<file path="config.mk">
export PLATFORM = sky130hd
export DESIGN_NAME = sys_health_monitor
export DESIGN_NICKNAME = d
export VERILOG_FILES = /design/src/rtl/sys_health_monitor.sv
export SDC_FILE = /design/constraint.sdc
export NUM_CORES = 2
export LEC_CHECK = 0
export ABC_CLOCK_PERIOD_IN_PS = 3010
export CAP_MARGIN = 0
export CORE_UTILIZATION = 45
export DETAILED_ROUTE_END_ITERATION = 10
export GPL_TIMING_DRIVEN = 0
export PLACE_DENSITY_LB_ADDON = 0.1
export SLEW_MARGIN = 20
export SYNTH_ARGS = -nofsm -noshare
export SYNTH_HDL_FRONTEND = slang
export SYNTH_SLANG_ARGS = --single-unit
</file>
<file path="constraint.sdc">
create_clock -name wb_clk_i -period 3.01 [get_ports wb_clk_i]
set_input_delay 0.7525 -clock wb_clk_i [delete_from_list [all_inputs] [get_ports wb_clk_i]]
set_output_delay 0.7525 -clock wb_clk_i [all_outputs]
set_load 0.005 [all_outputs]
</file>
<file path="src/rtl/sys_health_monitor.sv">
// ADC threshold health monitor: Wishbone-programmed per-channel min/max windows,
// debounced per-channel health bits and a critical-fault pulse for power_manager.
module sys_health_chan #(
  parameter logic [3:0] FAULT_COUNT   = 4'd3,
  parameter logic [3:0] RECOVER_COUNT = 4'd3,
  parameter logic       H_RST         = 1'b0
) (
  input  logic clk_i,
  input  logic rst_i,
  input  logic en_i,
  input  logic en_nxt_i,
  input  logic smp_i,
  input  logic in_rng_i,
  output logic h_o,
  output logic h_nxt_o
);
  logic       h_q, h_d;
  logic [3:0] c_q, c_d, c_inc, lim;

  assign c_inc = c_q + 4'd1;
  assign lim   = h_q ? FAULT_COUNT : RECOVER_COUNT;

  // Enable writes take priority over the sample-driven update.
  always_comb begin
    h_d = h_q;
    c_d = c_q;
    if (!en_nxt_i) begin
      h_d = 1'b1;
      c_d = 4'd0;
    end else if (!en_i) begin
      h_d = 1'b0;
      c_d = 4'd0;
    end else if (smp_i) begin
      if (in_rng_i == h_q) begin
        c_d = 4'd0;
      end else if (c_inc == lim) begin
        h_d = ~h_q;
        c_d = 4'd0;
      end else begin
        c_d = c_inc;
      end
    end
  end

  always_ff @(posedge clk_i) begin
    if (rst_i) begin
      h_q <= H_RST;
      c_q <= 4'd0;
    end else begin
      h_q <= h_d;
      c_q <= c_d;
    end
  end

  assign h_o     = h_q;
  assign h_nxt_o = h_d;
endmodule

module sys_health_monitor #(
  parameter logic [3:0]  FAULT_COUNT            = 4'd3,
  parameter logic [3:0]  RECOVER_COUNT          = 4'd3,
  parameter logic [31:0] CHANNEL_ENABLE_DEFAULT = 32'hFFFF_FFFF,
  parameter logic [31:0] UNSAFE_MASK_DEFAULT    = 32'h0000_0000
) (
  input  logic        wb_clk_i,
  input  logic        wb_rst_i,
  input  logic        wb_cyc_i,
  input  logic        wb_stb_i,
  input  logic        wb_we_i,
  input  logic [15:0] wb_adr_i,
  input  logic [15:0] wb_dat_i,
  output logic [15:0] wb_dat_o,
  output logic        wb_ack_o,
  input  logic        adc_valid,
  input  logic [4:0]  adc_channel,
  input  logic [11:0] adc_data,
  output logic [31:0] sys_health,
  output logic        unsafe_sys_health
);
  logic             ack_q, acc, wr;
  logic [15:0]      dat_q, rd_d;
  logic [31:0][11:0] min_q, max_q;
  logic [31:0]      mask_q, en_q, en_d, h, h_nxt, fall_q;
  logic             unsafe_q;
  logic             s_vld_q, in_rng;
  logic [4:0]       s_ch_q;
  logic [11:0]      s_dat_q, s_min_q, s_max_q;

  // ~ack_q keeps a held strobe from being acked twice for one access.
  assign acc = wb_cyc_i & wb_stb_i & ~ack_q;
  assign wr  = acc & wb_we_i;

  always_comb begin
    en_d = en_q;
    if (wr && wb_adr_i == 16'd68) en_d[15:0]  = wb_dat_i;
    if (wr && wb_adr_i == 16'd69) en_d[31:16] = wb_dat_i;
  end

  always_comb begin
    rd_d = 16'h0000;
    if (wb_adr_i < 16'd32)      rd_d = {4'h0, min_q[wb_adr_i[4:0]]};
    else if (wb_adr_i < 16'd64) rd_d = {4'h0, max_q[wb_adr_i[4:0]]};
    else begin
      case (wb_adr_i)
        16'd64:  rd_d = h[15:0];
        16'd65:  rd_d = h[31:16];
        16'd66:  rd_d = mask_q[15:0];
        16'd67:  rd_d = mask_q[31:16];
        16'd68:  rd_d = en_q[15:0];
        16'd69:  rd_d = en_q[31:16];
        default: rd_d = 16'h0000;
      endcase
    end
  end

  // Thresholds are captured in the same edge as any write, so the compare sees pre-write values.
  assign in_rng = (s_dat_q >= s_min_q) && (s_dat_q <= s_max_q);

  always_ff @(posedge wb_clk_i) begin
    if (wb_rst_i) begin
      ack_q    <= 1'b0;
      dat_q    <= 16'h0000;
      min_q    <= '0;
      max_q    <= '1;
      mask_q   <= UNSAFE_MASK_DEFAULT;
      en_q     <= CHANNEL_ENABLE_DEFAULT;
      s_vld_q  <= 1'b0;
      s_ch_q   <= 5'd0;
      s_dat_q  <= 12'h000;
      s_min_q  <= 12'h000;
      s_max_q  <= 12'h000;
      fall_q   <= 32'h0;
      unsafe_q <= 1'b0;
    end else begin
      ack_q <= acc;
      dat_q <= acc ? rd_d : 16'h0000;
      en_q  <= en_d;
      if (wr) begin
        if (wb_adr_i < 16'd32)      min_q[wb_adr_i[4:0]] <= wb_dat_i[11:0];
        else if (wb_adr_i < 16'd64) max_q[wb_adr_i[4:0]] <= wb_dat_i[11:0];
        else if (wb_adr_i == 16'd66) mask_q[15:0]  <= wb_dat_i;
        else if (wb_adr_i == 16'd67) mask_q[31:16] <= wb_dat_i;
      end
      s_vld_q  <= adc_valid;
      s_ch_q   <= adc_channel;
      s_dat_q  <= adc_data;
      s_min_q  <= min_q[adc_channel];
      s_max_q  <= max_q[adc_channel];
      fall_q   <= h & ~h_nxt & mask_q;
      unsafe_q <= |fall_q;
    end
  end

  for (genvar n = 0; n < 32; n++) begin : g_chan
    sys_health_chan #(
      .FAULT_COUNT  (FAULT_COUNT),
      .RECOVER_COUNT(RECOVER_COUNT),
      .H_RST        (~CHANNEL_ENABLE_DEFAULT[n])
    ) u_chan (
      .clk_i   (wb_clk_i),
      .rst_i   (wb_rst_i),
      .en_i    (en_q[n]),
      .en_nxt_i(en_d[n]),
      .smp_i   (s_vld_q && (s_ch_q == 5'(n))),
      .in_rng_i(in_rng),
      .h_o     (h[n]),
      .h_nxt_o (h_nxt[n])
    );
  end

  assign sys_health        = h;
  assign unsafe_sys_health = unsafe_q;
  assign wb_ack_o          = ack_q;
  assign wb_dat_o          = dat_q;
endmodule

</file>
placed.png
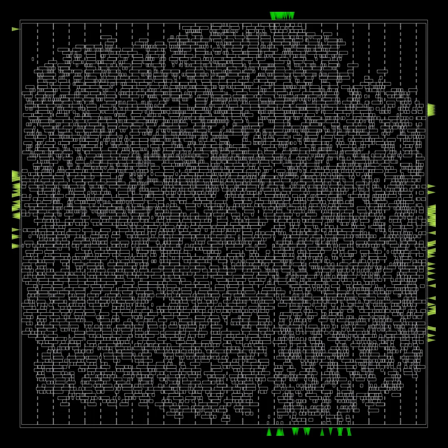
# rows: 129
flop count: 1084

port_trees.png
Scale: 1 px per µm.
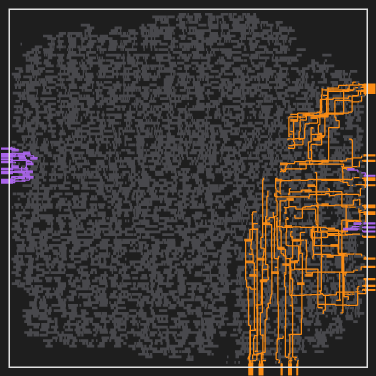
colour	port	bits	direction	end cells	wire
orange	sys_health	32	output	32	5010 µm
purple	wb_dat_o	16	output	16	343 µm

util_map.png
Scale: 1 px per µm. 36 x 36 tiles, from dark blue (low) to red (high), 0 to 100% covered.
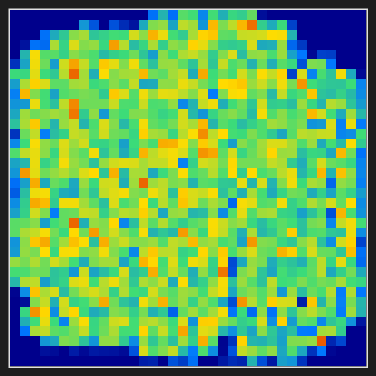
tiles over 75% full	7.3%
nearly empty tiles	8.5%
mean over tiles	49%
fullest tile	90%
emptiest ninth of the die	top right
Core Util, Final: 52.2%
core area: 124000 µm²

==> impl_metrics.yaml <==
# yosys + openroad results
final_timing:
  slew_headroom_pct: 16.3
  tns_ps: -1180
  setup_viol: 43
  finalWorstSetupSlack_ps: -115
  finClkSkew_ps: 34.2
  holdWs_ps: 461
  maxSlewViolCount: 0
  grt_setup_unrepaired: "true"
critical_path:
  reg2reg_from: "s_dat_q[1]$_SDFF_PP0_"
  worstPathMaxFanout: 10
  endpoint_kind: "flop"
  crit_arrival_ps: 3710
  worst-path-buf-inv: 4
  start_kind: "input port"
cts:
  cts_buffer_depth: 3
  clock_latency_ps: 770
  cts_root_buf: "clkbuf_16"
  htree_levels: 3
  post-cts-setup-buffers: 12
  clkTransAtPathRegs_ps: 60
global_routing:
  busiest_layer: "met2"
  grt_max_degree: 16
  grt_pass1_vias: 46500
  grt.met2_usage_pct: 52.6
cells_and_area:
  buffers: 634
  dominant_cells: "combinational gates"
  syn2layout_area_growth_pct: 14.7
  logic_area_um2: 32900
  logic_gate_count: 4170
  seq_share_pct: 33.5
  fin_nets: 6229
  nonClkBufAreaFrac_pct: 5.98
  instances_no_fill: 7820
  nClkBuffers: 170
routing:
  routed_wl_mm: 224
  drc_errors: 0
yosys:
  aoi_share_pct: 14.7
  syn_area_per_cell_um2: 9.65
  fa_ha_area_share_pct: 1.95
  ys_sh_simple_pct: 19.5
  mux_share_pct: 20.4
  yosysWarnings: 0
  ys_async_sr_fraction_pct: 0
  ys_cells: 5862
  synth-xor-area-share_pct: 0.480
  syn_inst: 5862
power_and_ir_drop:
  combinationalPower_mw: 2.40
  combPwrFrac_pct: 7.5
  p_sw_share_pct: 25.7
  clk-power_mw: 15.2
  powerDensity_nw_per_um2: 494
  p_seq_share_pct: 45.0
  p_total_mw: 32.0
die:
  die_w_um: 356
  num_tap_cells: 1637
  die_h_um: 356
  io_pins: 105
status:
  violations: "negative setup slack"
  status: "finished with violations"
hold_path:
  hp-start: "min_q[43]$_SDFFE_PP0P_"
  whs_path_depth: 2
placement:
  dp_hpwl_mm: 169
  gp_congestion: 1.03
  place_area_um2: 59500
## per-layer routing
metal	vias to the layer above	share of wire (%)
met2	2620	44
met3	645	11
met1	24400	39
met5	-	0.027
met4	8	7.0
li1	21700	-
## sequential cells by signal (all words and copies together), names as in the netlist
| signal | cells |
|---|---|
| max_q | 384 |
| s_max_q | 12 |
| s_min_q | 12 |
| unsafe_sys_health | 1 |
| g_chan.u_chan.c_q | 128 |
| s_vld_q | 1 |
| s_dat_q | 12 |
| wb_dat_o | 16 |
| s_ch_q | 5 |
| g_chan.u_chan.h_o | 32 |
| min_q | 384 |
| wb_ack_o | 1 |
| fall_q | 32 |
| mask_q | 32 |
| en_q | 32 |
